Figure 1. Routed clock nets over the placement (run 1).
(4 px per um)
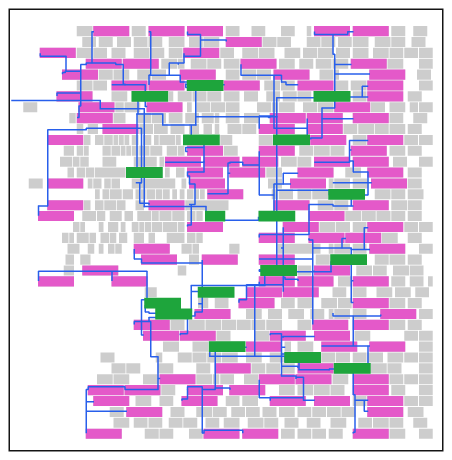
Figure 2. Metal 3 (run 1).
(4 px per um)
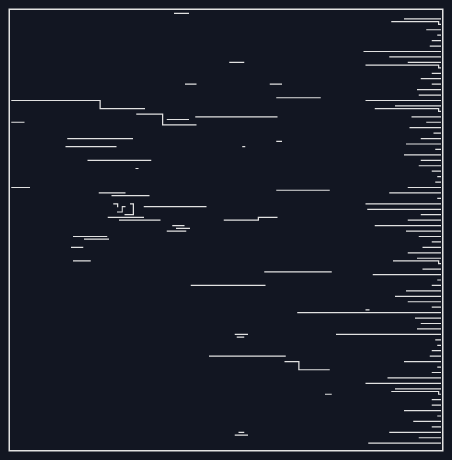
Figure 3. Clock routing (run 1).
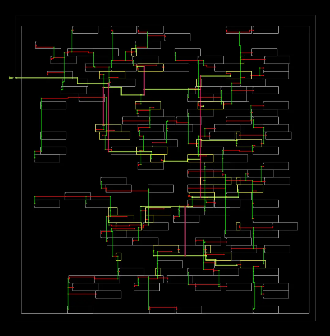
**config.mk**
```make
export PLATFORM = sky130hd
export DESIGN_NAME = dmem_access_ctrl_flat
export DESIGN_NICKNAME = d
export VERILOG_FILES = /design/src/rtl/dmem_access_ctrl_if.sv /design/src/rtl/dmem_access_ctrl.sv /design/src/flat_wrapper.sv
export SDC_FILE = /design/constraint.sdc
export NUM_CORES = 1
export LEC_CHECK = 0
export CORE_AREA = 2 2 106 108
export DETAILED_ROUTE_END_ITERATION = 16
export DIE_AREA = 0 0 108 110
export MAX_ROUTING_LAYER = met4
export PLACE_DENSITY = 0.91
export SLEW_MARGIN = 20
export SYNTH_ARGS = -nofsm -noshare
export SYNTH_HDL_FRONTEND = slang
export SYNTH_SLANG_ARGS = --single-unit
```
**constraint.sdc**
```tcl
create_clock -name CLK -period 9.95 [get_ports CLK]
set_input_delay 1.99 -clock CLK [delete_from_list [all_inputs] [get_ports CLK]]
set_output_delay 1.99 -clock CLK [all_outputs]
set_load 0.005 [all_outputs]
```
**src/rtl/dmem_access_ctrl_if.sv**
```systemverilog
// Purpose: bundle of EX/MEM data-request signals and the RAM port for the memory-stage responder.
// Latency: none (wires only).
// Backpressure: requests are held by the requester until dhit; RAM stalls the access with ramwait.
//
// Signal summary
//   request side : dmemREN, dmemWEN, dmemaddr[31:0], dmemstore[31:0], datomic, halt
//   response side: dhit, dmemload[31:0], halted, timeout
//   RAM side     : ramREN, ramWEN, ramaddr[31:0], ramstore[31:0]  (to RAM)
//                  ramload[31:0], ramwait                         (from RAM)
// Modports
//   slave  : the access controller (answers requests, drives the RAM port)
//   master : the surrounding pipeline latch plus RAM model
interface dmem_access_ctrl_if;
    logic        dmemREN;
    logic        dmemWEN;
    logic [31:0] dmemaddr;
    logic [31:0] dmemstore;
    logic        datomic;
    logic        halt;
    logic        dhit;
    logic [31:0] dmemload;
    logic        halted;
    logic        timeout;
    logic        ramREN;
    logic        ramWEN;
    logic [31:0] ramaddr;
    logic [31:0] ramstore;
    logic [31:0] ramload;
    logic        ramwait;

    modport slave (
        input  dmemREN, dmemWEN, dmemaddr, dmemstore, datomic, halt,
        input  ramload, ramwait,
        output dhit, dmemload, halted, timeout,
        output ramREN, ramWEN, ramaddr, ramstore
    );

    modport master (
        output dmemREN, dmemWEN, dmemaddr, dmemstore, datomic, halt,
        output ramload, ramwait,
        input  dhit, dmemload, halted, timeout,
        input  ramREN, ramWEN, ramaddr, ramstore
    );
endinterface

```
**src/rtl/dmem_access_ctrl.sv**
```systemverilog
// Purpose: memory-stage data-access responder; one access at a time against the RAM port.
// Latency: request sampled at edge N, RAM strobe N..N+1, dhit in the following cycle (+1 per ramwait cycle).
// Backpressure: requester holds REN/WEN until dhit; ramwait stretches the access, never aborts it.
//
// Ports
//   CLK, RST  : clock (rising edge), asynchronous active-high reset
//   bus.slave : request/response and RAM signals, see dmem_access_ctrl_if
// Parameters
//   WAIT_MAX  : number of RAM wait cycles within one access that raises the sticky timeout flag
// Build option
//   DMEM_LLSC_EN : when defined, adds a single LL/SC link (valid bit + word address).
//                  When undefined, datomic is ignored and SC behaves as a plain write.
module dmem_access_ctrl #(
    parameter int WAIT_MAX = 64
) (
    input  logic              CLK,
    input  logic              RST,
    dmem_access_ctrl_if.slave bus
);

    typedef enum logic [1:0] {
        IDLE   = 2'd0,
        ACCESS = 2'd1,
        DONE   = 2'd2
    } state_t;

    localparam logic [16:0] WAIT_LIM = 17'(WAIT_MAX);

    state_t      state;
    state_t      stateNext;

    logic        req;
    logic        scFail;

    // Registered copy of the request; the live request inputs are not looked
    // at again until the FSM is back in IDLE.
    logic [29:0] addrWord;
    logic [31:0] dataReg;
    logic        isWrite;

    logic [31:0] loadReg;
    logic [15:0] waitCnt;
    logic [16:0] waitNext;
    logic        timeoutReg;
    logic        haltedReg;

    logic        dhitDec;
    logic        ramRenDec;
    logic        ramWenDec;

    // Write wins when both enables are set.
    assign req      = bus.dmemREN | bus.dmemWEN;
    assign waitNext = {1'b0, waitCnt} + 17'd1;

`ifdef DMEM_LLSC_EN
    logic        isAtomic;
    logic        linkVld;
    logic [29:0] linkWord;

    // An SC that does not hit the live link never touches the RAM.
    assign scFail = bus.dmemWEN & bus.datomic
                  & ~(linkVld & (linkWord == bus.dmemaddr[31:2]));

    logic        unusedBits;
    assign unusedBits = ^bus.dmemaddr[1:0];
`else
    assign scFail = 1'b0;

    logic        unusedBits;
    assign unusedBits = ^{bus.dmemaddr[1:0], bus.datomic};
`endif

    // ------------------------------------------------------------------
    // FSM: state register
    // ------------------------------------------------------------------
    always_ff @(posedge CLK or posedge RST) begin
        if (RST) begin
            state <= IDLE;
        end else begin
            state <= stateNext;
        end
    end

    // ------------------------------------------------------------------
    // FSM: next state
    // DONE always returns to IDLE, so a request still held during the dhit
    // cycle cannot be re-issued before the pipeline latch has advanced.
    // ------------------------------------------------------------------
    always_comb begin
        stateNext = state;
        case (state)
            IDLE: begin
                if (req) begin
                    stateNext = scFail ? DONE : ACCESS;
                end
            end
            ACCESS: begin
                if (!bus.ramwait) begin
                    stateNext = DONE;
                end
            end
            DONE: begin
                stateNext = IDLE;
            end
            default: begin
                stateNext = IDLE;
            end
        endcase
    end

    // ------------------------------------------------------------------
    // FSM: outputs, decoded from state and registered type only, so a reset
    // (which clears state asynchronously) drops the strobes at once.
    // ------------------------------------------------------------------
    always_comb begin
        dhitDec   = 1'b0;
        ramRenDec = 1'b0;
        ramWenDec = 1'b0;
        case (state)
            ACCESS: begin
                ramRenDec = ~isWrite;
                ramWenDec = isWrite;
            end
            DONE: begin
                dhitDec = 1'b1;
            end
            default: begin
            end
        endcase
    end

    // ------------------------------------------------------------------
    // Datapath: request capture, load data, wait counter, sticky flags
    // ------------------------------------------------------------------
    always_ff @(posedge CLK or posedge RST) begin
        if (RST) begin
            addrWord   <= '0;
            dataReg    <= '0;
            isWrite    <= 1'b0;
            loadReg    <= '0;
            waitCnt    <= '0;
            timeoutReg <= 1'b0;
            haltedReg  <= 1'b0;
`ifdef DMEM_LLSC_EN
            isAtomic   <= 1'b0;
            linkVld    <= 1'b0;
            linkWord   <= '0;
`endif
        end else begin
            case (state)
                IDLE: begin
                    if (req) begin
                        addrWord <= bus.dmemaddr[31:2];
                        dataReg  <= bus.dmemstore;
                        isWrite  <= bus.dmemWEN;
                        waitCnt  <= '0;
`ifdef DMEM_LLSC_EN
                        isAtomic <= bus.datomic;
                        if (scFail) begin
                            loadReg <= 32'd0;
                        end
`endif
                    end else if (bus.halt) begin
                        // Only an idle stage with nothing requested counts as drained.
                        haltedReg <= 1'b1;
                    end
                end
                ACCESS: begin
                    if (bus.ramwait) begin
                        // Saturate rather than wrap so a stuck RAM keeps timeout asserted.
                        if (waitCnt != 16'hFFFF) begin
                            waitCnt <= waitNext[15:0];
                        end
                        if (waitNext >= WAIT_LIM) begin
                            timeoutReg <= 1'b1;
                        end
                    end else begin
`ifdef DMEM_LLSC_EN
                        if (!isWrite) begin
                            loadReg <= bus.ramload;
                            if (isAtomic) begin
                                linkVld  <= 1'b1;
                                linkWord <= addrWord;
                            end
                        end else if (isAtomic) begin
                            // Only a successful SC reaches ACCESS; report success and consume the link.
                            loadReg <= 32'd1;
                            linkVld <= 1'b0;
                        end else if (linkWord == addrWord) begin
                            // A plain store to the linked word breaks the reservation.
                            linkVld <= 1'b0;
                        end
`else
                        if (!isWrite) begin
                            loadReg <= bus.ramload;
                        end
`endif
                    end
                end
                default: begin
                end
            endcase
        end
    end

    assign bus.dhit     = dhitDec;
    assign bus.ramREN   = ramRenDec;
    assign bus.ramWEN   = ramWenDec;
    assign bus.ramaddr  = {addrWord, 2'b00};
    assign bus.ramstore = dataReg;
    assign bus.dmemload = loadReg;
    assign bus.halted   = haltedReg;
    assign bus.timeout  = timeoutReg;

endmodule

```
**src/flat_wrapper.sv**
```systemverilog
// flat-port wrapper written by rule: the top's interface ports become plain ports
module dmem_access_ctrl_flat 
#(
    parameter int WAIT_MAX = 64
)
  (CLK, RST, bus_dmemREN, bus_dmemWEN, bus_dmemaddr, bus_dmemstore, bus_datomic, bus_halt, bus_ramload, bus_ramwait, bus_dhit, bus_dmemload, bus_halted, bus_timeout, bus_ramREN, bus_ramWEN, bus_ramaddr, bus_ramstore);
  dmem_access_ctrl_if bus_i ();
  input  logic CLK;
  input  logic RST;
  input wire logic [$bits(bus_i.dmemREN)-1:0] bus_dmemREN;
  input wire logic [$bits(bus_i.dmemWEN)-1:0] bus_dmemWEN;
  input wire logic [$bits(bus_i.dmemaddr)-1:0] bus_dmemaddr;
  input wire logic [$bits(bus_i.dmemstore)-1:0] bus_dmemstore;
  input wire logic [$bits(bus_i.datomic)-1:0] bus_datomic;
  input wire logic [$bits(bus_i.halt)-1:0] bus_halt;
  input wire logic [$bits(bus_i.ramload)-1:0] bus_ramload;
  input wire logic [$bits(bus_i.ramwait)-1:0] bus_ramwait;
  output wire logic [$bits(bus_i.dhit)-1:0] bus_dhit;
  output wire logic [$bits(bus_i.dmemload)-1:0] bus_dmemload;
  output wire logic [$bits(bus_i.halted)-1:0] bus_halted;
  output wire logic [$bits(bus_i.timeout)-1:0] bus_timeout;
  output wire logic [$bits(bus_i.ramREN)-1:0] bus_ramREN;
  output wire logic [$bits(bus_i.ramWEN)-1:0] bus_ramWEN;
  output wire logic [$bits(bus_i.ramaddr)-1:0] bus_ramaddr;
  output wire logic [$bits(bus_i.ramstore)-1:0] bus_ramstore;
  assign bus_i.dmemREN = bus_dmemREN;
  assign bus_i.dmemWEN = bus_dmemWEN;
  assign bus_i.dmemaddr = bus_dmemaddr;
  assign bus_i.dmemstore = bus_dmemstore;
  assign bus_i.datomic = bus_datomic;
  assign bus_i.halt = bus_halt;
  assign bus_i.ramload = bus_ramload;
  assign bus_i.ramwait = bus_ramwait;
  assign bus_dhit = bus_i.dhit;
  assign bus_dmemload = bus_i.dmemload;
  assign bus_halted = bus_i.halted;
  assign bus_timeout = bus_i.timeout;
  assign bus_ramREN = bus_i.ramREN;
  assign bus_ramWEN = bus_i.ramWEN;
  assign bus_ramaddr = bus_i.ramaddr;
  assign bus_ramstore = bus_i.ramstore;
  dmem_access_ctrl #(.WAIT_MAX(WAIT_MAX)) u_core (.CLK(CLK), .RST(RST), .bus(bus_i));
endmodule
```
==> results.rst, run 1 <==
Flow metrics
------------

.. list-table::
   :header-rows: 1

   * - Metric
     - Value
   * - N_taps
     - 140
   * - Number of top-level pins
     - 204
   * - Met2 WL
     - 6.855 mm
   * - Compound Share, Synth
     - 7.041%
   * - Count of hold buffers inserted by post-cts repair
     - 0
   * - Avg Synthesized Cell Area
     - around 14 sq um
   * - Crit path capture
     - bus_ramREN
   * - Residual overflow from global routing
     - 0
   * - Number of vias in the routed layout
     - around 3600
   * - DRC violation total after the first TritonRoute iteration
     - roughly 190
   * - GRT busiest layer
     - met2
   * - Met3 usage
     - 7.584%
   * - Overall routed net length
     - 12.72 mm
   * - End point of the most critical hold path
     - u_core.bus.timeout
   * - Total non-filler cell area in the finished layout
     - between 0.007 and 0.008 sq mm
   * - Layout clock buffer count
     - 21
   * - Top post-synthesis cells by count
     - 115 x dfrtp_1, 94 x mux2_2, 14 x nand2_1, 14 x nor2_1
   * - Cell count listed in synth_stat.txt
     - between 300 and 400
   * - Post-Layout Cell Count
     - around 700
   * - Setup violators final
     - 0
   * - Placed cell count
     - 668
   * - Family with the most delay on the worst path
     - simple AND/OR/NAND/NOR gates
   * - Synthesized registers
     - 115
   * - Per-cell routed wire length
     - roughly 18 um
   * - Bufs w/o clock
     - 201
   * - Number of logic gates
     - 210
   * - Setup repair bufs after CTS
     - 0
   * - Number of enable flip-flop cells
     - 0
   * - Worst flop-to-flop path endpoint
     - u_core.waitCnt[7]
   * - Internal power
     - 1592 uW
   * - Fraction of area in multi-input gates
     - 23.86%
   * - Clock power share
     - 26.7%
   * - Syn Std Cell Area
     - about 0.0047 sq mm
   * - Number of inserted filler cells in the final layout
     - 717
   * - Area share of fa/ha/maj cells after synthesis
     - 0.2637%
   * - Worst Reg2Reg Path Length in Cells
     - 7
   * - Class of the tightest hold or removal check
     - register to register
   * - Library cell contributing the largest single delay on the critical path
     - clkdlybuf4s50_1
   * - Transition time at the pin with the least slew margin
     - 800.7 ps
   * - Worst hold start
     - u_core.bus.timeout
   * - Final setup slack of the worst path
     - 5732 ps
   * - Area share of xor/xnor cells in the synthesized design
     - 0%
   * - Number of warnings in the stage logs
     - 29
   * - Simple-gate share of the synthesized area
     - 7.199%
   * - Clock Root Buffer
     - clkbuf_8
   * - Multiplexer fraction of the synthesized cell area
     - between 20 and 25%
   * - First-pass GRT wire length
     - 19.02 mm
   * - WL met3
     - 960 um
   * - Biggest combinational cell group after synthesis
     - multiplexers
   * - FF-to-FF Start
     - u_core.waitCnt[0]
   * - Sequential group power
     - 788 uW
   * - Register fraction of the total cell area
     - 38.90%
   * - Worst setup EP type
     - output pin
   * - Final routed DRC violation total
     - 0
   * - Sort of element at the start of the critical path
     - register
   * - Worst hold path stage count
     - 1
   * - Hold WS
     - 464.4 ps
   * - Setup repair after global routing missed its margin
     - false
   * - Run status
     - finished clean
   * - Vias per std cell
     - 5.204
   * - Post-synthesis chip area from yosys
     - about 0.0047 sq mm
   * - Cell with the most instances after synthesis
     - dfrtp_1
   * - Cell area after placement
     - approximately 0.0068 sq mm
   * - Most frequent cells in the layout
     - 198 x clkdlybuf4s50_1, 115 x dfrtp_1, 94 x mux2_2
   * - Clock sink count
     - 115
   * - Total power draw
     - 2170 uW
   * - Instance count of the mapped netlist
     - 346
   * - Pwr per Cell Area
     - 293.3 mW/mm^2
   * - Seq pwr share
     - 36.3%
   * - Weighted congestion at the end of routability-driven global placement
     - approximately 0.87
   * - Row count
     - 38
   * - Area overhead of the layout relative to synthesis
     - 55.93%
   * - Placed wire-length estimate after detailed placement
     - 8.836 mm
   * - Source-to-sink clock delay at the later pin of the worst-skew pair
     - 510 ps
   * - Final count of pins violating max slew
     - 0
   * - Clock net power
     - 579 uW
   * - Worst voltage drop across the vdd grid
     - 142.4 uV
   * - Most used flip-flop cell
     - dfrtp_1
   * - Max-Cap Viols
     - 0
   * - Data required time of the worst path
     - between 7000 and 8000 ps
   * - Final Core Density
     - 69.16%
   * - Highest achievable clock rate
     - 237.1 MHz
   * - Final nets
     - 651
   * - Clock tree buffer depth
     - 2
   * - ANT cells
     - 0
   * - Vias in the first global route
     - between 3000 and 4000
   * - Synth top area share
     - between 60% and 70%
   * - Worst path max stage delay
     - around 550 ps
   * - Crit path launch
     - u_core.state[1]
   * - Number of optimization iterations in the first detailed-route pass
     - 5
   * - Switching share of power
     - 26.61%
   * - Final-layout non-clock buffer area share
     - 27.09%
   * - Most frequently placed logic cell in the final layout
     - clkdlybuf4s50_1
   * - Met1 capacity usage during global routing
     - 22.99%
   * - Sequential cell area
     - around 0.0029 sq mm
Notes on Figure 1 above:
[green] clock drivers | count: 17
[blue] clock wires | length: 1370 um
[magenta] flip-flops | count: 115
flops lie: all over the die

Notes on Figure 2 above:
wire length on this layer: 960 um
main direction: horizontal

Notes on Figure 3 above:
clock buffer count from CTS: 17
num sequential: 115

Figure 4. Gate-type map (run 1).
(2 px per um)
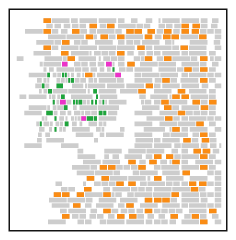

## Run 2: what changed since run 1
--- a/config.mk
+++ b/config.mk
@@ -5,11 +5,11 @@
 export SDC_FILE = /design/constraint.sdc
 export NUM_CORES = 1
 export LEC_CHECK = 0
-export CORE_AREA = 2 2 106 108
+export CORE_AREA = 2 2 115 117
 export DETAILED_ROUTE_END_ITERATION = 16
-export DIE_AREA = 0 0 108 110
+export DIE_AREA = 0 0 117 119
 export MAX_ROUTING_LAYER = met4
-export PLACE_DENSITY = 0.91
+export PLACE_DENSITY = 0.83
 export SLEW_MARGIN = 20
 export SYNTH_ARGS = -nofsm -noshare
 export SYNTH_HDL_FRONTEND = slang
==> constraint.sdc (replaced) <==
create_clock -name CLK -period 3.6 [get_ports CLK]
set_input_delay 0.72 -clock CLK [delete_from_list [all_inputs] [get_ports CLK]]
set_output_delay 0.72 -clock CLK [all_outputs]
set_load 0.005 [all_outputs]
Figure 5. Gate-type map (run 2).
(2 px per um)
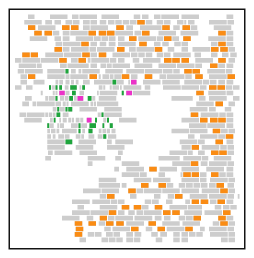
| colour | family | cells |
|---|---|---|
| magenta | non-inverting ao/oa cells | 5 |
| green | nand cells | 29 |
| orange | mux cells | 94 |

Figure 6. Metal layers overlaid (run 2).
(2 px per um)
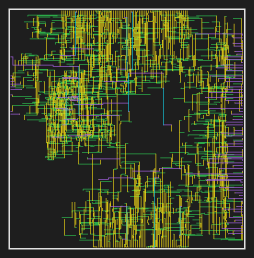
| colour | layer | wire length |
|---|---|---|
| green | metal 1 | 4520 um |
| cyan | metal 4 | 220 um |
| purple | metal 3 | 861 um |
| yellow | metal 2 | 6230 um |

==> run 2 against run 1 <==
  * First-iteration DRC count decreased by 3.6%
  * Power increased to 2.9 times the previous value
  * Global-route usage down 4.4 points
  * Clock skew increased by 2.3 ps
  * Design area rose by 2.6%
  * Critical path depth did not move
==> results.rst, run 2 <==
Flow metrics
------------

.. list-table::
   :header-rows: 1

   * - Metric
     - Value
   * - Overall routed net length
     - 11.83 mm
   * - Hold WS
     - about 480 ps
   * - Setup repair after global routing missed its margin
     - false
   * - N_taps
     - between 150 and 200
   * - Worst voltage drop across the vdd grid
     - 423.8 uV
   * - Top post-synthesis cells by count
     - 115 x dfrtp_1, 94 x mux2_2, 14 x nand2_1, 14 x nor2_1
   * - Clock sink count
     - 115
   * - Run status
     - finished clean
   * - Setup violators final
     - 0
   * - Final setup slack of the worst path
     - 797.8 ps
   * - Met3 usage
     - 5.089%
   * - Number of optimization iterations in the first detailed-route pass
     - 4
   * - Final nets
     - 653
   * - Final count of pins violating max slew
     - 0
   * - Number of warnings in the stage logs
     - 29
   * - Class of the tightest hold or removal check
     - register to register
   * - WL met3
     - ~860 um
   * - Seq pwr share
     - 34.5%
   * - Clock tree buffer depth
     - 2
   * - Post-synthesis chip area from yosys
     - 0.004745 sq mm
   * - Worst Reg2Reg Path Length in Cells
     - 7
   * - Layout clock buffer count
     - 20
   * - Worst setup EP type
     - output pin
   * - Total non-filler cell area in the finished layout
     - 0.007589 sq mm
   * - Source-to-sink clock delay at the later pin of the worst-skew pair
     - 400 ps
   * - Data required time of the worst path
     - 2880 ps
   * - Worst flop-to-flop path endpoint
     - u_core.waitCnt[12]
   * - Cell with the most instances after synthesis
     - dfrtp_1
   * - Vias in the first global route
     - around 3600
   * - Number of top-level pins
     - 204
   * - Number of inserted filler cells in the final layout
     - 1017
   * - ANT cells
     - 0
   * - Switching share of power
     - 25.04%
   * - Simple-gate share of the synthesized area
     - a little over 7%
   * - Worst hold path stage count
     - 1
   * - Final Core Density
     - 58.94%
   * - Post-Layout Cell Count
     - 738
   * - Cell area after placement
     - around 0.0069 sq mm
   * - Row count
     - 42
   * - First-pass GRT wire length
     - 18.48 mm
   * - Setup repair bufs after CTS
     - 0
   * - Crit path capture
     - bus_ramREN
   * - Fraction of area in multi-input gates
     - a little under a quarter
   * - Final routed DRC violation total
     - 0
   * - Synth top area share
     - 60.65%
   * - Compound Share, Synth
     - 7.041%
   * - Clock buffer count from CTS
     - 17
   * - Most frequently placed logic cell in the final layout
     - clkdlybuf4s50_1
   * - Area share of fa/ha/maj cells after synthesis
     - less than 1%
   * - Number of enable flip-flop cells
     - 0
   * - Placed cell count
     - approximately 700
   * - Most frequent cells in the layout
     - 198 x clkdlybuf4s50_1, 115 x dfrtp_1, 94 x mux2_2
   * - FF-to-FF Start
     - u_core.waitCnt[0]
   * - Library cell contributing the largest single delay on the critical path
     - clkdlybuf4s50_1
   * - Sort of element at the start of the critical path
     - register
   * - Avg Synthesized Cell Area
     - about 14 sq um
   * - Clock power share
     - 30.7%
   * - Highest achievable clock rate
     - 356.9 MHz
   * - Sequential group power
     - 2160 uW
   * - Worst hold start
     - u_core.bus.halted
   * - Per-cell routed wire length
     - 16.03 um
   * - Worst path max stage delay
     - approximately 530 ps
   * - Bufs w/o clock
     - 203
   * - Residual overflow from global routing
     - 0
   * - Transition time at the pin with the least slew margin
     - 723.3 ps
   * - Weighted congestion at the end of routability-driven global placement
     - 0.8470
   * - Register fraction of the total cell area
     - 37.92%
   * - Placed wire-length estimate after detailed placement
     - 8.681 mm
   * - Internal power
     - between 4000 and 5000 uW
   * - Syn Std Cell Area
     - 0.004745 sq mm
   * - Vias per std cell
     - 4.828
   * - Clock net power
     - around 1900 uW
   * - Num sequential
     - between 100 and 150
   * - Most used flip-flop cell
     - dfrtp_1
   * - Number of logic gates
     - 210
   * - Sequential cell area
     - 0.002878 sq mm
   * - Count of hold buffers inserted by post-cts repair
     - 0
   * - Area overhead of the layout relative to synthesis
     - 59.94%
   * - End point of the most critical hold path
     - u_core.bus.halted
   * - Instance count of the mapped netlist
     - 346
   * - Final-layout non-clock buffer area share
     - 26.78%
   * - Number of vias in the routed layout
     - 3563
   * - Family with the most delay on the worst path
     - simple AND/OR/NAND/NOR gates
   * - Crit path launch
     - u_core.state[1]
   * - Area share of xor/xnor cells in the synthesized design
     - 0%
Power and IR drop assume default switching activity.
